### src/rtl/xnor_popcount_conv3x3_if.sv
// xnor_popcount_conv3x3_if: patch stream, filter configuration and result bundle of the binary conv stage
interface xnor_popcount_conv3x3_if #(
  parameter int IMG_WIDTH   = 28,
  parameter int IMG_HEIGHT  = 28,
  parameter int KERNEL_SIZE = 3,
  parameter int NUM_FILTERS = 4
);
  localparam int PATCH_SIZE = KERNEL_SIZE * KERNEL_SIZE;
  localparam int OUT_W      = IMG_WIDTH - KERNEL_SIZE + 1;
  localparam int OUT_H      = IMG_HEIGHT - KERNEL_SIZE + 1;
  localparam int CW         = $clog2(PATCH_SIZE + 1);
  localparam int FW         = $clog2(NUM_FILTERS);
  logic [PATCH_SIZE-1:0]     patch_in;
  logic                      valid_in;
  logic                      cfg_we;
  logic [FW-1:0]             cfg_sel;
  logic [PATCH_SIZE-1:0]     cfg_weight;
  logic [CW-1:0]             cfg_thresh;
  logic [NUM_FILTERS*CW-1:0] popcnt_out;
  logic [NUM_FILTERS-1:0]    act_out;
  logic                      valid_out;
  logic [$clog2(OUT_W)-1:0]  out_col;
  logic [$clog2(OUT_H)-1:0]  out_row;
  logic                      frame_done;
  modport master (
    output patch_in, valid_in, cfg_we, cfg_sel, cfg_weight, cfg_thresh,
    input  popcnt_out, act_out, valid_out, out_col, out_row, frame_done
  );
  modport slave (
    input  patch_in, valid_in, cfg_we, cfg_sel, cfg_weight, cfg_thresh,
    output popcnt_out, act_out, valid_out, out_col, out_row, frame_done
  );
endinterface

### src/rtl/xnor_popcount_conv3x3.sv
// xnor_popcount_conv3x3: 3-stage XNOR/popcount/threshold binary convolution over a 3x3 patch stream
module xnor_popcount_conv3x3 #(
  parameter int IMG_WIDTH   = 28,
  parameter int IMG_HEIGHT  = 28,
  parameter int KERNEL_SIZE = 3,
  parameter int NUM_FILTERS = 4
) (
  input logic                   clk,
  input logic                   reset,
  xnor_popcount_conv3x3_if.slave bus
);
  localparam int PS    = KERNEL_SIZE * KERNEL_SIZE;
  localparam int OUT_W = IMG_WIDTH - KERNEL_SIZE + 1;
  localparam int OUT_H = IMG_HEIGHT - KERNEL_SIZE + 1;
  localparam int CW    = $clog2(PS + 1);
  localparam int FW    = $clog2(NUM_FILTERS);
  localparam int XW    = $clog2(OUT_W);
  localparam int YW    = $clog2(OUT_H);
  logic [PS-1:0]             weight_q [NUM_FILTERS];
  logic [CW-1:0]             thresh_q [NUM_FILTERS];
  logic [PS-1:0]             xnor_q   [NUM_FILTERS];
  logic [CW-1:0]             cnt_q    [NUM_FILTERS];
  logic [CW-1:0]             cnt_d    [NUM_FILTERS];
  logic                      v1_q, v2_q, valid_q, frame_q;
  logic [NUM_FILTERS*CW-1:0] popcnt_q;
  logic [NUM_FILTERS-1:0]    act_q;
  logic [XW-1:0]             col_q, out_col_q;
  logic [YW-1:0]             row_q, out_row_q;
  logic                      col_end, last_pos;
  always_comb begin
    for (int f = 0; f < NUM_FILTERS; f++) begin
      cnt_d[f] = '0;
      for (int i = 0; i < PS; i++) cnt_d[f] = cnt_d[f] + CW'(xnor_q[f][i]);
    end
  end
  assign col_end  = col_q == XW'(OUT_W - 1);
  assign last_pos = col_end && row_q == YW'(OUT_H - 1);
  // col_q/row_q hold the position of the next valid result; they move only when one is registered
  always_ff @(posedge clk) begin
    if (reset) begin
      for (int f = 0; f < NUM_FILTERS; f++) begin
        weight_q[f] <= '0;
        thresh_q[f] <= CW'((PS + 1) / 2);
        xnor_q[f]   <= '0;
        cnt_q[f]    <= '0;
      end
      v1_q      <= 1'b0;
      v2_q      <= 1'b0;
      valid_q   <= 1'b0;
      frame_q   <= 1'b0;
      popcnt_q  <= '0;
      act_q     <= '0;
      col_q     <= '0;
      row_q     <= '0;
      out_col_q <= '0;
      out_row_q <= '0;
    end else begin
      v1_q    <= bus.valid_in;
      v2_q    <= v1_q;
      valid_q <= v2_q;
      frame_q <= v2_q && last_pos;
      for (int f = 0; f < NUM_FILTERS; f++) begin
        xnor_q[f] <= ~(bus.patch_in ^ weight_q[f]);
        cnt_q[f]  <= cnt_d[f];
        if (bus.cfg_we && bus.cfg_sel == FW'(f)) begin
          weight_q[f] <= bus.cfg_weight;
          thresh_q[f] <= bus.cfg_thresh;
        end
        if (v2_q) begin
          popcnt_q[f*CW +: CW] <= cnt_q[f];
          act_q[f]             <= cnt_q[f] >= thresh_q[f];
        end
      end
      if (v2_q) begin
        out_col_q <= col_q;
        out_row_q <= row_q;
        col_q     <= col_end ? '0 : col_q + XW'(1);
        row_q     <= last_pos ? '0 : (col_end ? row_q + YW'(1) : row_q);
      end
    end
  end
  assign bus.popcnt_out = popcnt_q;
  assign bus.act_out    = act_q;
  assign bus.valid_out  = valid_q;
  assign bus.out_col    = out_col_q;
  assign bus.out_row    = out_row_q;
  assign bus.frame_done = frame_q;
endmodule

### src/flat_wrapper.sv
// flat-port wrapper written by rule: the top's interface ports become plain ports
module xnor_popcount_conv3x3_flat 
#(
  parameter int IMG_WIDTH   = 28,
  parameter int IMG_HEIGHT  = 28,
  parameter int KERNEL_SIZE = 3,
  parameter int NUM_FILTERS = 4
)
  (clk, reset, bus_patch_in, bus_valid_in, bus_cfg_we, bus_cfg_sel, bus_cfg_weight, bus_cfg_thresh, bus_popcnt_out, bus_act_out, bus_valid_out, bus_out_col, bus_out_row, bus_frame_done);
  xnor_popcount_conv3x3_if #(.IMG_WIDTH(IMG_WIDTH), .IMG_HEIGHT(IMG_HEIGHT), .KERNEL_SIZE(KERNEL_SIZE), .NUM_FILTERS(NUM_FILTERS)) bus_i ();
  input logic clk;
  input logic reset;
  input wire logic [$bits(bus_i.patch_in)-1:0] bus_patch_in;
  input wire logic [$bits(bus_i.valid_in)-1:0] bus_valid_in;
  input wire logic [$bits(bus_i.cfg_we)-1:0] bus_cfg_we;
  input wire logic [$bits(bus_i.cfg_sel)-1:0] bus_cfg_sel;
  input wire logic [$bits(bus_i.cfg_weight)-1:0] bus_cfg_weight;
  input wire logic [$bits(bus_i.cfg_thresh)-1:0] bus_cfg_thresh;
  output wire logic [$bits(bus_i.popcnt_out)-1:0] bus_popcnt_out;
  output wire logic [$bits(bus_i.act_out)-1:0] bus_act_out;
  output wire logic [$bits(bus_i.valid_out)-1:0] bus_valid_out;
  output wire logic [$bits(bus_i.out_col)-1:0] bus_out_col;
  output wire logic [$bits(bus_i.out_row)-1:0] bus_out_row;
  output wire logic [$bits(bus_i.frame_done)-1:0] bus_frame_done;
  assign bus_i.patch_in = bus_patch_in;
  assign bus_i.valid_in = bus_valid_in;
  assign bus_i.cfg_we = bus_cfg_we;
  assign bus_i.cfg_sel = bus_cfg_sel;
  assign bus_i.cfg_weight = bus_cfg_weight;
  assign bus_i.cfg_thresh = bus_cfg_thresh;
  assign bus_popcnt_out = bus_i.popcnt_out;
  assign bus_act_out = bus_i.act_out;
  assign bus_valid_out = bus_i.valid_out;
  assign bus_out_col = bus_i.out_col;
  assign bus_out_row = bus_i.out_row;
  assign bus_frame_done = bus_i.frame_done;
  xnor_popcount_conv3x3 #(.IMG_WIDTH(IMG_WIDTH), .IMG_HEIGHT(IMG_HEIGHT), .KERNEL_SIZE(KERNEL_SIZE), .NUM_FILTERS(NUM_FILTERS)) u_core (.clk(clk), .reset(reset), .bus(bus_i));
endmodule
### config.mk
export PLATFORM = sky130hd
export DESIGN_NAME = xnor_popcount_conv3x3_flat
export DESIGN_NICKNAME = d
export VERILOG_FILES = /design/src/rtl/xnor_popcount_conv3x3_if.sv /design/src/rtl/xnor_popcount_conv3x3.sv /design/src/flat_wrapper.sv
export SDC_FILE = /design/constraint.sdc
export NUM_CORES = 1
export LEC_CHECK = 0
export CAP_MARGIN = 20
export CORE_MARGIN = 1
export CORE_UTILIZATION = 55
export DETAILED_ROUTE_END_ITERATION = 8
export GPL_TIMING_DRIVEN = 0
export PLACE_DENSITY = 0.76
export SYNTH_ARGS = -nofsm -noshare
export SYNTH_HDL_FRONTEND = slang
export SYNTH_SLANG_ARGS = --single-unit
### constraint.sdc
create_clock -name clk -period 6.7 [get_ports clk]
set_input_delay 1.675 -clock clk [delete_from_list [all_inputs] [get_ports clk]]
set_output_delay 1.675 -clock clk [all_outputs]
set_load 0.01 [all_outputs]
==> notes.md, run 1 <==
yosys + openroad results -> Die Ht 110.9 um, Cell Type Count 30, Reg2Reg Capture Point u_core.cnt_q[0][2], post-CTS setup buffers 0, post-synthesis register bit count between 100 and 150, H-tree depth 4, crit path DRT 6.77 ns, list of most frequent post-synthesis cells 96 x dfxtp_1, 80 x nor2_1, 67 x inv_1, cell taking the most area after synthesis dfxtp_1, Clock Pin Slew Worst Setup and Hold Paths 0.06 ns, hpwl dp 9127 um, run status complete, no violations, most frequent cell after synthesis dfxtp_1, Setup Viol. Count Final 0, Hold EP u_core.v2_q, area grow syn2layout 21.66%, tool warnings 36, Critical Path AT 3.56 ns, setup TNS 0 ns, Slew Limit Fails 0, post-synthesis sequential area ratio between 50% and 60%, Syn. warnings 0, GPL Wtd Cong 0.8499, R2R depth 10, Die Span X 110.9 um, final net count 749, YS chip area 0.006521 mm2, pwr/cell area 305.3 mW/mm2, R2R Setup Slk 3.51 ns, post-synthesis cell area around 0.0065 mm2, HP Class reg2reg, first-pass GRT wire length slightly above 20000 um, Cells after Synth 579, hold depth 1, final total power 2.422 mW, Hold Slack 0.4645 ns, Antenna Nets Post-Route 0, Floorplan Nets 671, EDFF count, synth approximately 52, Final Hold Viols 0, die area 0.01230 mm2, RSZ-0062 raised after global routing no, DR pass1 iterations 4
==> run 1: metrics by stage <==
step	cell area (um2)	setup slack (ns)	utilization, %	instances
finish	7934	3.208	69.19	813
CTS	7934	3.219	69.19	813
global route	7934	3.118	69.19	813
detailed placement	7291	2.825	63.58	781
floorplan	6521	3.638	-	579
global placement	7291	2.878	63.58	781
==> run 1: sequential cells by signal, summed over array words and instances (netlist names), 4 cells and up <==
| signal | flops |
|---|---|
| u_core.thresh_q | 16 |
| u_core.bus.out_row | 5 |
| u_core.col_q | 5 |
| u_core.xnor_q | 36 |
| u_core.bus.popcnt_out | 16 |
| u_core.row_q | 5 |
| u_core.bus.out_col | 5 |
| u_core.cnt_q | 16 |
| u_core.weight_q | 36 |
| u_core.bus.act_out | 4 |
==> run 1: how the worst max path moves through the flow <==
stage,to,slack (ns),cells after the start
floorplan,u_core.cnt_q[0][2],3.64,10
global placement,u_core.weight_q[0][15],2.88,4
detailed placement,u_core.weight_q[0][15],2.82,4
CTS,u_core.weight_q[0][9],3.22,4
global route,u_core.weight_q[0][9],3.12,4
finish,u_core.weight_q[0][9],3.21,4
==> run 1: report_power, final <==
| part | internal [mW] | leakage (nW) | switching, mW |
|---|---|---|---|
| Combinational | 0.176 | 1.78 | 0.187 |
| Clock | 0.655 | 0.308 | 0.356 |
| Sequential | 1.01 | 1.30 | 0.0368 |
==> run 1: cell type report <==
class	count	area [um2]
Tap cell	143	178.9
Multi-Input combinational cell	345	2710
Sequential cell	148	3483
Inverter	67	251.5
Clock inverter	12	175.2
Timing Repair Buffer	59	590.6
Buffer	19	76.32
Fill cell	824	3533
Clock buffer	20	467.9
==> run 1: routing by layer <==
metal	vias to the layer above	part of all wire, %	global-route usage, %
met1	1968	41	25.05
met5	-	0	0
met4	0	1.5	7.467
met2	88	53	38.34
li1	2030	-	-
met3	15	4.8	6.178
==> run 1: logic make-up (layout without fill, tap and decap cells) <==
group	after synthesis	after routing	share of synthesized area (%)
buf+inv	86	177	5.027
flops	148	148	53.42
simple gates	178	178	13.81
fa+ha+maj	64	64	14.58
compound gates	35	35	3.530
xor+xnor	42	42	5.641
mux	26	26	3.991
==> run 1: cell usage in the layout, fill, tap and decap left out, drive strengths merged, types with 4 or more instances in the layout <==
master	Yosys	final
clkinv	0	4
a21oi	15	15
bufinv	0	4
clkdlybuf4s50	0	59
nor2b	9	9
a31o	4	4
ha	44	44
or3	6	6
a311oi	5	5
dfxtp	96	96
clkbuf	14	34
fa	20	20
nor2	80	80
xor2	39	39
nor3	9	9
buf	5	5
and2	47	47
nand3	6	6
edfxtp	52	52
a21o	8	8
nand2	5	5
inv	67	68
nand2b	11	11
mux2i	26	26
==> run 1: critical path, stage by stage <==
cell and delay [ns]:
clkdlybuf4s50_1 0.51, clkbuf_1 0.38, clkbuf_1 0.52, a31o_2 0.46
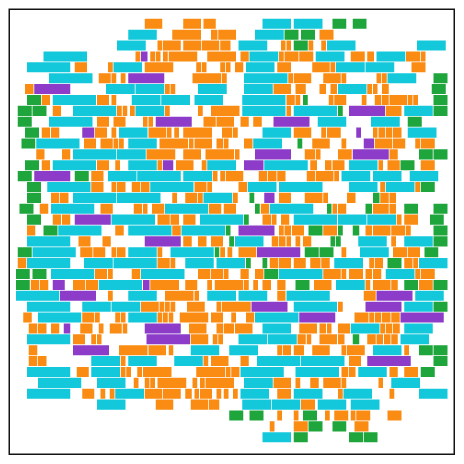
Run 1: cells coloured by class
Scale: 4 px per um.
colour	class	cells	share of their area
cyan	flip-flops	148	45%
orange	all other logic	412	38%
purple	clock drivers and dummy loads	32	8.3%
green	other buffers and delay cells	78	8.6%
final instance area: 0.007934 mm2
# rows: 39

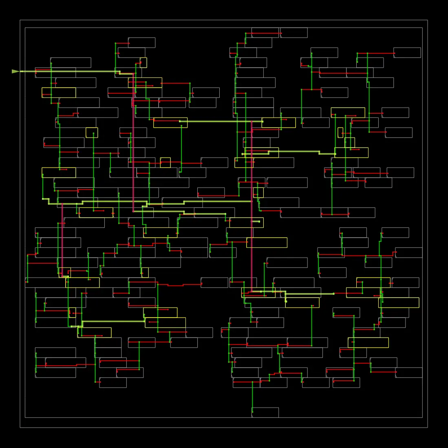
Run 1: clock routing
CTS sink cnt: 148
Latency at later pin: 0.41 ns
Num CTS Buffers: 17
Setup Skew: 0.005483 ns

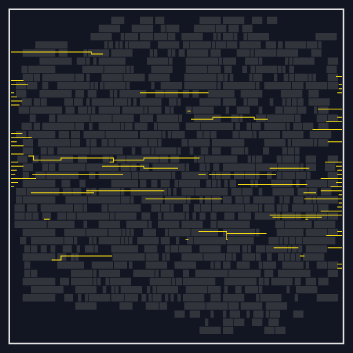
Run 1: M3 wires
Scale: 3 px per um.
main direction	horizontal
longest straight run	29.9 um

==> run 1 -> run 2 <==
--- a/config.mk
+++ b/config.mk
@@ -7,10 +7,10 @@
 export LEC_CHECK = 0
 export CAP_MARGIN = 20
 export CORE_MARGIN = 1
-export CORE_UTILIZATION = 55
+export CORE_UTILIZATION = 52
 export DETAILED_ROUTE_END_ITERATION = 8
 export GPL_TIMING_DRIVEN = 0
-export PLACE_DENSITY = 0.76
+export PLACE_DENSITY = 0.75
 export SYNTH_ARGS = -nofsm -noshare
 export SYNTH_HDL_FRONTEND = slang
 export SYNTH_SLANG_ARGS = --single-unit
==> constraint.sdc (replaced) <==
create_clock -name clk -period 2.98 [get_ports clk]
set_input_delay 0.745 -clock clk [delete_from_list [all_inputs] [get_ports clk]]
set_output_delay 0.745 -clock clk [all_outputs]
set_load 0.01 [all_outputs]
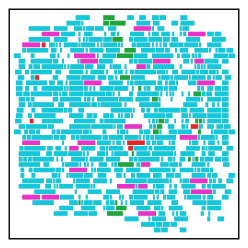
Run 2: cells by drive strength
Scale: 2 px per um.
colour	size	cells
cyan	drive 1 or less	616
red	drive 3 to 4	6
green	drive 2	24
magenta	drive 6 and up	25

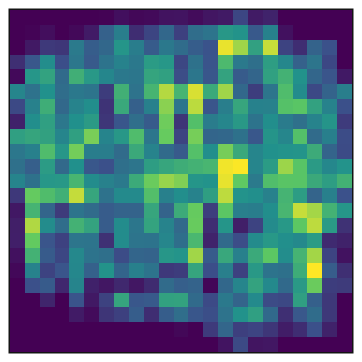
Run 2: signal metal coverage by tile
Scale: 3 px per um. The die is cut into 23 by 23 equal tiles; dark purple is low, yellow is high, scaled to the fullest tile. Values are wire area over tile area, all layers added.
mean over tiles	0.15
fullest tile	0.40
nearly empty tiles	12%
tiles over half the peak	29%
emptiest ninth of the die	bottom left
GRT Resource Usage Total: 21.32%
drt wl/cell: 14.56 um
Routed WL: 12220 um

==> run 2 against run 1 <==
Against the previous run:
- first-iteration DRC count grew 8.0%
- combinational power grew 140%
- die size rose by 5.7%
- sequential power up 120%
- clock skew increased by 0.0035 ns
- register-to-register slack worse by 3.5 ns
- synthesized area stayed put
- via count is 0.85% lower
- final area grew 0.76%
- utilization decreased by 3.2 points
- clock power rose by 110%
- sequential cell count unchanged
==> notes.md, run 2 <==
yosys + openroad results -> run status complete, no violations, Clock Pin Slew Worst Setup and Hold Paths 0.06 ns (about the same), EDFF count, synth 52 (unchanged), Die Span X 114.0 um (+2.8%), post-synthesis sequential area ratio 53.42% (unchanged), die area 0.01299 mm2 (+5.7%), tool warnings 39 (+8.3%), most frequent cell after synthesis dfxtp_1, Antenna Nets Post-Route 0 (unchanged), H-tree depth 4 (unchanged), post-synthesis cell area 0.006521 mm2 (unchanged), placed insts 806 (+3.2%), adder-cell area share of the yosys netlist 14.58% (unchanged), first-pass GRT wire length 20400 um (-0.23%), HP Class reg2reg, post-synthesis register bit count 148 (unchanged), MUX area fraction 3.991% (unchanged), hold depth 1 (unchanged), GPL Wtd Cong 0.7806 (-8.2%), simple share 13.81% (unchanged), xor/xnor share 5.641% (unchanged), YS chip area 0.006521 mm2 (unchanged), Latency at later pin 0.43 ns (+0.02 ns), Post-Synth AOI/OAI Area 3.530% (unchanged), Syn. warnings 0 (unchanged), Floorplan Nets 671 (unchanged), Slew Limit Fails 0 (unchanged), Cells after Synth 579 (unchanged), final net count 750 (+0.13%), final instance area 0.007994 mm2 (+0.76%), Largest logic family adder cells, list of most frequent post-synthesis cells 96 x dfxtp_1, 80 x nor2_1, 67 x inv_1, Setup Skew 0.008938 ns (+0.003455 ns), Num CTS Buffers 17 (unchanged), DR pass1 iterations 5 (+1), CTS sink cnt 148 (unchanged), # rows 40 (+2.6%), Die Ht 114.0 um (+2.8%), Reg2Reg Capture Point u_core.cnt_q[0][5], Placed Area 0.007330 mm2 (+0.53%), Final Hold Viols 0 (unchanged)
[run 2: cell counts after synthesis]
Identical to the previous run, type by type.
[run 2: power by group]
part / leakage (nW) / switching (mW) / internal, mW
registers: 1.30 / 0.0861 / 2.27
logic: 1.78 / 0.434 / 0.421
clock network: 0.310 / 0.774 / 1.39
total: 3.39 / 1.29 / 4.08
[run 2: logic make-up after synthesis]
| family | after synthesis |
|---|---|
| simple gates | 178 |
| buf+inv | 86 |
| mux | 26 |
| fa+ha+maj | 64 |
| xor+xnor | 42 |
| flops | 148 |
| compound gates | 35 |
[run 2: repair_timing]
item | in CTS | in global routing
resized | 6 | 6
pin swaps | 17 | 8
setup endpoints to repair | 8 | 11
buffers inserted | 0 | 1
[run 2: worst max-delay path by stage]
| stage | slack, ns | end |
|---|---|---|
| finish | 0.02 | u_core.cnt_q[0][5] |
| detailed placement | -0.13 | u_core.cnt_q[0][14] |
| global placement | -0.07 | u_core.cnt_q[0][14] |
| floorplan | -0.001 | u_core.cnt_q[0][2] |
| global route | -0.12 | u_core.cnt_q[0][6] |
| CTS | -0.02 | u_core.cnt_q[0][13] |
[run 2: worst max-delay path, cell delays in order, from the launching register on]
cell and delay, ns:
dfxtp_1 0.30, ha_1 0.28, inv_2 0.04, fa_1 0.47, fa_1 0.51, fa_1 0.41
inv_1 0.07, ha_2 0.18, inv_2 0.04, fa_2 0.51, nor2_1 0.04
[run 2: metal layers]
layer / wire length [um] / part of all wire, % / track usage, % / vias to the layer above
met5: 0 / 0 / 0 / -
met1: 5165 / 42 / 24.02 / 1941
met3: 440 / 3.6 / 6.908 / 12
met4: 116 / 0.95 / 7.792 / 0
li1: - / - / - / 2035
met2: 6497 / 53 / 37.70 / 78
[run 2: metrics by stage]
stage          worst slack (ns)  power [mW]  utilization [%]
2_1_floorplan         -0.001461       2.967                -
3_3_place_gp           -0.07391       3.176            60.52
3_5_place_dp            -0.1336       3.228            60.52
4_1_cts                -0.02376       5.403            65.70
5_1_grt                 -0.1159       5.683            66.00
6_report                0.02163       5.380            66.00
[run 2: cell type report]
class	instances	area [um2]
flip-flops and latches	148	3483
clock inverters	7	88.84
plain buffers	19	76.32
multi-input cells	345	2759
well taps	168	210.2
clock buffers	25	526.8
repair buffers	60	598.1
fillers	964	4118
inverters	67	251.5
==> run 2 -> run 3 <==
--- a/config.mk
+++ b/config.mk
@@ -5,7 +5,6 @@
 export SDC_FILE = /design/constraint.sdc
 export NUM_CORES = 1
 export LEC_CHECK = 0
-export CAP_MARGIN = 20
 export CORE_MARGIN = 1
 export CORE_UTILIZATION = 52
 export DETAILED_ROUTE_END_ITERATION = 8
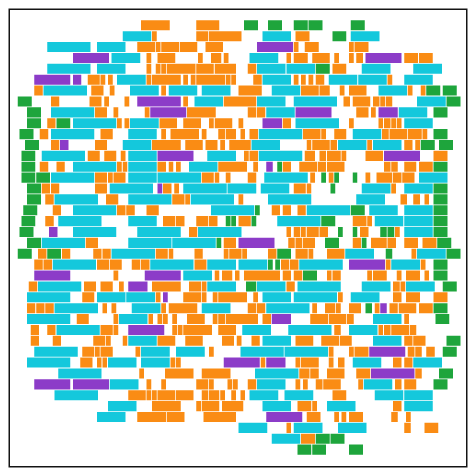
Run 3: cells coloured by class
Scale: 4 px per um.
colour	class	cells	share of their area
purple	clock drivers and dummy loads	32	7.9%
green	other buffers and delay cells	79	8.7%
cyan	flip-flops	148	45%
orange	all other logic	412	39%

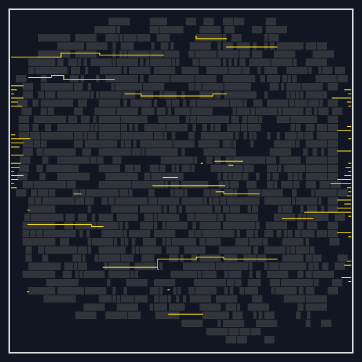
Run 3: M3 wires
Scale: 3 px per um.
longest straight run	23.9 um
main direction	horizontal
via count: 4066
routing usage on met3: 6.908%

==> run 3 against run 2 <==
Against the previous run:
- clock skew stayed put
- sequential power hardly changed
- largest cell class unchanged
- final cell count stayed put
- largest power group unchanged
- critical path type unchanged
- highest routed layer unchanged
- count of clock-buffer cells in the layout stayed put
- die size stayed put
- first-iteration DRC count stayed put
- worst hold slack stayed put
==> notes.md, run 3 <==
yosys + openroad results -> # fillers 964 (unchanged), Cell Type Count 30, post-synthesis sequential area ratio 53.42% (unchanged), Main synth FF type dfxtp_1, Setup Skew 0.008938 ns (unchanged), most frequent cell after synthesis dfxtp_1, DR pass1 iterations 5 (unchanged), final net count 750 (unchanged), Routed WL 12220 um (unchanged), Syn. warnings 0 (unchanged), logic area 0.002759 mm2 (unchanged), EDFF count, synth 52 (unchanged), first-pass GRT wire length 20400 um (unchanged), pre-CTS setup slack -0.1336 ns (unchanged), Slew Limit Fails 0 (unchanged), Num CTS Buffers 17 (unchanged), GRT Resource Usage Total 21.32% (unchanged), fin util 66.00% (unchanged), Reg2Reg Capture Point u_core.cnt_q[0][5], GPL Wtd Cong 0.7806 (unchanged), final total power 5.380 mW (unchanged), Rel. slew slack around 60%, list of most frequent post-synthesis cells 96 x dfxtp_1, 80 x nor2_1, 67 x inv_1, drt wl/cell 14.56 um (unchanged), Final Hold Viols 0 (unchanged), run status complete, no violations, die area 0.01299 mm2 (unchanged), YS chip area 0.006521 mm2 (unchanged), Floorplan Nets 671 (unchanged), Die Ht 114.0 um (unchanged), Die Span X 114.0 um (unchanged), post-synthesis cell area 0.006521 mm2 (unchanged), Max-area cell share 29.47%, HP Class reg2reg, Clock Pin Slew Worst Setup and Hold Paths 0.06 ns (about the same), # rows 40 (unchanged), register area 0.003483 mm2 (unchanged), worst setup path endpoint u_core.cnt_q[0][5], tool warnings 39 (unchanged)
## run 3: cell counts in the layout (fill, tap and decap cells not counted)
Identical to the previous run, type by type.
## run 3: timing repair
item	4_1_cts	5_1_grt
setup endpoints to repair	8	11
pin swaps	17	8
setup buffers	0	1
resized	6	6
## run 3: per-layer routing
metal | vias up | global-route usage [%] | routed length (um)
met3 | 12 | 6.908 | 440
met5 | - | 0 | 0
met4 | 0 | 7.792 | 116
met1 | 1941 | 24.02 | 5165
li1 | 2035 | - | -
met2 | 78 | 37.70 | 6497
## run 3: cell families after synthesis
logic type / Yosys count / synth area share, %
adder cells (fa/ha/maj): 64 / 14.58
AND/OR/NAND/NOR: 178 / 13.81
multiplexers: 26 / 3.991
AND-OR/OR-AND: 35 / 3.530
XOR/XNOR: 42 / 5.641
flip-flops: 148 / 53.42
buffers and inverters: 86 / 5.027
## run 3: cell type report
cell class / count / share of cell area (%)
plain buffers: 19 / 0.9548
clock buffers: 25 / 6.589
clock inverters: 7 / 1.111
inverters: 67 / 3.146
multi-input cells: 345 / 34.51
flip-flops and latches: 148 / 43.57
well taps: 168 / 2.630
repair buffers: 60 / 7.482
## run 3: where the power goes
group | internal [mW] | switching, mW | total, mW
sequential | 2.27 | 0.0861 | 2.36
combinational | 0.421 | 0.434 | 0.856
clock | 1.39 | 0.774 | 2.17
## run 3: worst min path at each step
stage | end | slack [ns] | cells after the start
finish | u_core.v2_q | 0.46 | 1
global route | u_core.v2_q | 0.47 | 1
CTS | u_core.v2_q | 0.46 | 1
detailed placement | u_core.v2_q | 0.45 | 1
global placement | u_core.v2_q | 0.42 | 1
floorplan | u_core.v2_q | 0.41 | 1
## run 3: worst max-delay path, cell delays in order, from the launching register on
cell and delay (ns):
dfxtp_1 0.30, ha_1 0.28, inv_2 0.04, fa_1 0.47
fa_1 0.51, fa_1 0.41, inv_1 0.07, ha_2 0.18
inv_2 0.04, fa_2 0.51, nor2_1 0.04
## run 3: through the flow
step / cell area (um2) / hold WS (ns) / setup TNS (ns)
after global placement: 7330 / 0.4214 / -0.4388
after floorplan: 6529 / 0.4138 / -0.003760
after global routing: 7994 / 0.4719 / -0.5593
after detailed placement: 7330 / 0.4547 / -0.7805
after CTS: 7958 / 0.4615 / -0.05680
final: 7994 / 0.4577 / 0
Power figures rest on the tool's default switching activity, not on a simulated workload.
